==> config.mk <==
export PLATFORM = sky130hd
export DESIGN_NAME = uart_rx_os
export DESIGN_NICKNAME = d
export VERILOG_FILES = /design/src/rtl/uart_rx_os.sv
export SDC_FILE = /design/constraint.sdc
export NUM_CORES = 1
export LEC_CHECK = 0
export ABC_AREA = 1
export CORE_ASPECT_RATIO = 0.7
export CORE_MARGIN = 2
export CORE_UTILIZATION = 28
export DETAILED_ROUTE_END_ITERATION = 10
export GPL_TIMING_DRIVEN = 0
export MAX_ROUTING_LAYER = met4
export PLACE_DENSITY = 0.41
export SKIP_CTS_REPAIR_TIMING = 1
export SLEW_MARGIN = 20
export SYNTH_ARGS = -nofsm -noshare
export SYNTH_HDL_FRONTEND = slang
export SYNTH_SLANG_ARGS = --single-unit
==> constraint.sdc <==
create_clock -name clk -period 1.6 [get_ports clk]
set_input_delay 0.16 -clock clk [delete_from_list [all_inputs] [get_ports clk]]
set_output_delay 0.16 -clock clk [all_outputs]
set_load 0.01 [all_outputs]
==> src/rtl/uart_rx_os.sv <==
// 8N1 UART receiver, one clock domain; start bit checked at half a bit, data and stop bits one full bit apart.
// NrD/FrE are one-cycle registered pulses; there is no backpressure, a new frame simply overwrites O_DATA.
module uart_rx_os #(
  parameter int BAUD_DIVIDER = 104
) (
  input  logic       clk,
  input  logic       rst,
  input  logic       Rx,
  output logic [7:0] O_DATA,
  output logic       NrD,
  output logic       FrE,
  output logic       RiP
);

  localparam int CW = (BAUD_DIVIDER > 1) ? $clog2(BAUD_DIVIDER) : 1;
  localparam logic [CW-1:0] HALF_M1 = CW'(BAUD_DIVIDER / 2 - 1);
  localparam logic [CW-1:0] FULL_M1 = CW'(BAUD_DIVIDER - 1);

  typedef enum logic [2:0] {
    IDLE      = 3'd0,
    START     = 3'd1,
    DATA      = 3'd2,
    STOP      = 3'd3,
    WAIT_HIGH = 3'd4
  } state_t;

  state_t          state_q;
  logic            rx_meta_q;
  logic            rx_s_q;
  logic [CW-1:0]   cnt_q;
  logic [2:0]      bit_q;
  logic [7:0]      sh_q;
  logic [7:0]      data_q;
  logic            nrd_q;
  logic            fre_q;
  logic            rip_q;

  always_ff @(posedge clk) begin
    if (rst) begin
      state_q   <= IDLE;
      rx_meta_q <= 1'b1;
      rx_s_q    <= 1'b1;
      cnt_q     <= '0;
      bit_q     <= '0;
      sh_q      <= '0;
      data_q    <= '0;
      nrd_q     <= 1'b0;
      fre_q     <= 1'b0;
      rip_q     <= 1'b0;
    end else begin
      rx_meta_q <= Rx;
      rx_s_q    <= rx_meta_q;
      nrd_q     <= 1'b0;
      fre_q     <= 1'b0;
      case (state_q)
        IDLE: begin
          if (!rx_s_q) begin
            state_q <= START;
            cnt_q   <= '0;
            bit_q   <= '0;
            rip_q   <= 1'b1;
          end
        end
        START: begin
          if (cnt_q == HALF_M1) begin
            cnt_q <= '0;
            bit_q <= '0;
            // A line that is high again at mid start bit was only a glitch.
            if (!rx_s_q) begin
              state_q <= DATA;
            end else begin
              state_q <= IDLE;
              rip_q   <= 1'b0;
            end
          end else begin
            cnt_q <= cnt_q + CW'(1);
          end
        end
        DATA: begin
          if (cnt_q == FULL_M1) begin
            cnt_q <= '0;
            sh_q  <= {rx_s_q, sh_q[7:1]};
            bit_q <= bit_q + 3'd1;
            if (bit_q == 3'd7) begin
              state_q <= STOP;
              bit_q   <= '0;
            end
          end else begin
            cnt_q <= cnt_q + CW'(1);
          end
        end
        STOP: begin
          if (cnt_q == FULL_M1) begin
            cnt_q <= '0;
            bit_q <= '0;
            if (rx_s_q) begin
              data_q  <= sh_q;
              nrd_q   <= 1'b1;
              state_q <= IDLE;
              rip_q   <= 1'b0;
            end else begin
              fre_q   <= 1'b1;
              state_q <= WAIT_HIGH;
            end
          end else begin
            cnt_q <= cnt_q + CW'(1);
          end
        end
        WAIT_HIGH: begin
          // A line stuck low must not be mistaken for a fresh start bit.
          if (rx_s_q) begin
            state_q <= IDLE;
            cnt_q   <= '0;
            bit_q   <= '0;
            rip_q   <= 1'b0;
          end
        end
        default: begin
          state_q <= IDLE;
          cnt_q   <= '0;
          bit_q   <= '0;
          rip_q   <= 1'b0;
        end
      endcase
    end
  end

  assign O_DATA = data_q;
  assign NrD    = nrd_q;
  assign FrE    = fre_q;
  assign RiP    = rip_q;

endmodule

### Register map, names as in the netlist, run 1

Scale bar: 20 um.
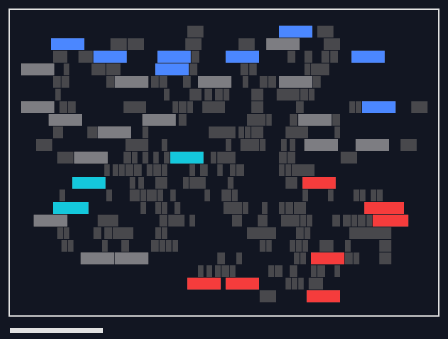
- cyan: state_q (flops 3)
- red: cnt_q (flops 7)
- blue: O_DATA (flops 8)

### Nets reached from selected ports, run 1

Scale bar: 20 um.
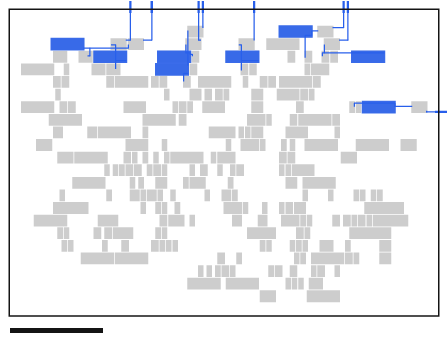
- blue: O_DATA (direction output; end cells 8; buffers 8; wire 130 um)
I/O Buffers: 13
IO Pins: 14

==> impl_metrics.yaml, run 1 <==
# yosys + openroad results
layout:
  nNetsFinal: 240
  final-clk-cell-share: 0.0490
  clockBufferCount: 6
  lay_top_count: "nand2_1"
synthesis:
  yosys.stat.chipArea_um2: 1530
  yosysSeqAreaShare: 0.445
timing:
  fin_skew_ns: 0.00692
  drv_slew: 0
placed_design:
  dpl_cell_area_um2: 1750
critical_path:
  startpoint_type: "flop"
  r2r-start: "cnt_q[1]$_SDFFE_PP0P_"
  rr_worst_depth: 7
die:
  die_w_um: 92.4
  nWellTaps: 72
clock_tree:
  clock-sinks: 34
  cts_buffers: 5
power_and_ir_drop:
  p_per_area_nw_per_um2: 1380
  swShare: 0.396
  combPwrFrac: 0.371
status:
  status: "complete, no violations"
route:
  drt-initial-drc-count: 60
  num_vias: 1314
  avgViaCountPerCell: 4.28
grt:
  antenna_found_initial: 0
  overflow: 0
### Routing congestion map, run 1

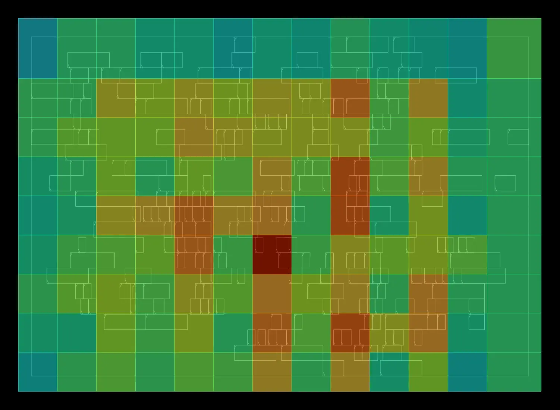
GR Layer Usage met2: 0.156
M3 GR Usage: 0.0342
Most Crowded Layer GR: met1
Layout Utilization: 0.369
gr usage total: 0.132

run 1: cell families (layout without fill, tap and decap cells):
group | count (synthesis) | in the layout | synth area share
and+or+nand+nor | 85 | 85 | 0.258
AOI/OAI and AO/OA | 47 | 47 | 0.166
buffers and inverters | 36 | 64 | 0.0957
DFF | 34 | 34 | 0.445
adders and majority gates | 3 | 3 | 0.0245
xor gates and xnor gates | 2 | 2 | 0.0114
run 1: Yosys cell counts:
cell type,instances,area [um^2]
a31oi_1,1,6.26
buf_4,1,7.51
nor2_4,3,33.8
or2_2,2,12.5
o21bai_1,1,7.51
inv_2,2,7.51
nor3_1,1,5.00
a21oi_2,2,17.5
nand3_2,3,30.0
nor2_1,25,93.8
ha_1,3,37.5
nand3_1,8,40.0
inv_1,29,109
clkbuf_1,3,11.3
a21oi_1,23,115
o21ai_0,18,90.1
nand4_1,1,6.26
o21ai_2,2,17.5
nand2_1,40,150
nand2_2,1,6.26
xor2_1,1,8.76
buf_6,1,11.3
nor3_4,1,16.3
xnor2_1,1,8.76
dfxtp_1,34,681
run 1: registers in the layout, summed over array words and instances, names as in the netlist:
signal / flops
bit_q: 3
RiP: 1
rx_s_q: 1
cnt_q: 7
state_q: 3
rx_meta_q: 1
sh_q: 8
FrE: 1
NrD: 1
O_DATA: 8
run 1: power by group through the flow:
stage | clock (mW) | combinational, mW | sequential, mW
global placement | 0 | 0.960 | 1.05
finish | 0.662 | 0.998 | 1.03
detailed placement | 0 | 0.952 | 1.04
global route | 0.734 | 1.14 | 1.04
CTS | 0.690 | 0.957 | 1.02
floorplan | 0 | 0.729 | 1.03
run 1: metal layers:
layer  global-route usage  vias up  share of wire
met2                0.156       25           0.35
met4               0.0504        0          0.014
met1                0.205      572           0.60
met5                    -        -              0
li1                     -      713              -
met3               0.0342        4          0.036
==> run 2: changes to the inputs <==
--- a/config.mk
+++ b/config.mk
@@ -13,6 +13,7 @@
 export GPL_TIMING_DRIVEN = 0
 export MAX_ROUTING_LAYER = met4
 export PLACE_DENSITY = 0.41
+export REMOVE_ABC_BUFFERS = 1
 export SKIP_CTS_REPAIR_TIMING = 1
 export SLEW_MARGIN = 20
 export SYNTH_ARGS = -nofsm -noshare
### The metal 1 layer, run 2

Scale bar: 20 um. Supply wires on this layer in grey.
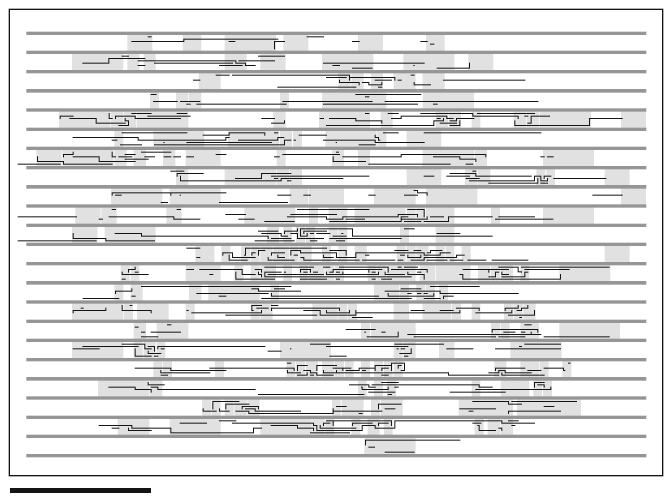
- share of all routed wire: 59%
- longest straight run: 21.6 um
- wire length on this layer: 2,080 um
- main direction: horizontal
- nets with wire on the layer: 222

### Routing congestion map, run 2

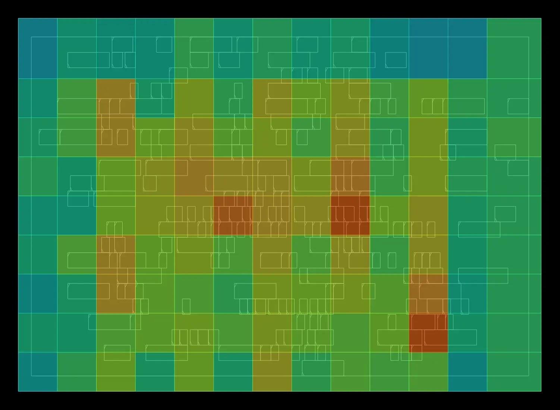
Layout Utilization: 0.370
gr usage total: 0.119
GRT met1 Usage: 0.175
drt wl/cell: 11.6 um

### Nets reached from selected ports, run 2

Scale bar: 20 um.
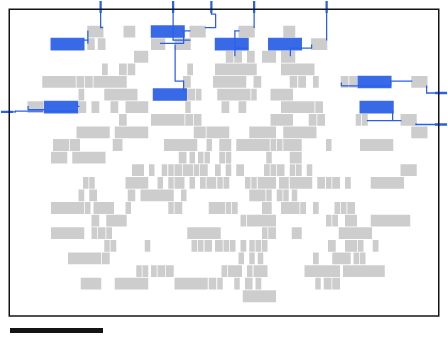
- blue: O_DATA (direction output; end cells 8; buffers 8; wire 126 um)

==> run 2 against run 1 <==
Final cell count down 1.6%. Sequential power about the same. Power up 0.22%. Combinational power about the same. Fmax down 3.3%. Routed wire length down 0.68%. Count of clock-buffer cells in the layout unchanged. Sequential share of layout area down 0.13 points. Critical endpoint is now O_DATA[6]$_SDFFE_PP0P_. Largest cell class unchanged.
==> impl_metrics.yaml, run 2 <==
# yosys + openroad results
layout:
  lay_top_count: "nand2_1"
  nNetsFinal: 235
synthesis:
  synth.largest_area_cell: "dfxtp_1"
  yosysMostFrequentCell: "nand2_1"
  synth_top_flop_cell: "dfxtp_1"
  adder_share: 0.0245
  xor_area_frac: 0.0114
  edf_count: 0
  top_area_frac: 0.445
  synth-simple-area-share: 0.258
grt:
  antenna_found_initial: 0
  overflow: 0
status:
  status: "complete, no violations"
die:
  ios: 14
clock_tree:
  cts_buffers: 5
critical_path:
  r2r-start: "cnt_q[1]$_SDFFE_PP0P_"
  startpoint_type: "flop"
power_and_ir_drop:
  p_per_area_nw_per_um2: 1390
timing:
  fin_skew_ns: 0.00261
  drv_slew: 0
route:
  drt-initial-drc-count: 80
-- run 2: layout make-up --
| class | instances | area share |
|---|---|---|
| clock buffer | 6 | 0.0425 |
| timing repair inverter | 1 | 0.00386 |
| inverter | 31 | 0.0631 |
| sequential | 34 | 0.353 |
| tap | 72 | 0.0463 |
| timing repair buffer | 19 | 0.107 |
| multi-input combinational | 137 | 0.378 |
| clock inverter | 2 | 0.00644 |
-- run 2: routing by layer --
metal | global-route usage | vias to the layer above | wire [um]
met5 | - | - | 0
met4 | 0.0504 | 0 | 46
met3 | 0.0342 | 4 | 95
met2 | 0.146 | 19 | 1280
met1 | 0.175 | 555 | 2080
li1 | - | 702 | -
-- run 2: power by group through the flow --
| stage | Combinational [mW] | Clock, mW | Sequential [mW] |
|---|---|---|---|
| after floorplan | 0.725 | 0 | 1.03 |
| after global placement | 0.959 | 0 | 1.04 |
| after detailed placement | 0.942 | 0 | 1.04 |
| after CTS | 0.950 | 0.701 | 1.02 |
| after global routing | 1.14 | 0.727 | 1.04 |
| final | 1.00 | 0.659 | 1.03 |
-- run 2: worst min path at each step --
stage	end	start	depth (start not counted)	slack, ns
after floorplan	bit_q[0]$_SDFFE_PP0P_	rst	1	0.23
after global placement	rx_s_q$_SDFF_PP1_	rx_meta_q$_SDFF_PP1_	1	0.39
after detailed placement	rx_s_q$_SDFF_PP1_	rx_meta_q$_SDFF_PP1_	1	0.40
after CTS	rx_s_q$_SDFF_PP1_	rx_meta_q$_SDFF_PP1_	1	0.42
after global routing	rx_s_q$_SDFF_PP1_	rx_meta_q$_SDFF_PP1_	1	0.43
final	rx_s_q$_SDFF_PP1_	rx_meta_q$_SDFF_PP1_	1	0.41
Power is estimated from default activity; no workload was simulated.
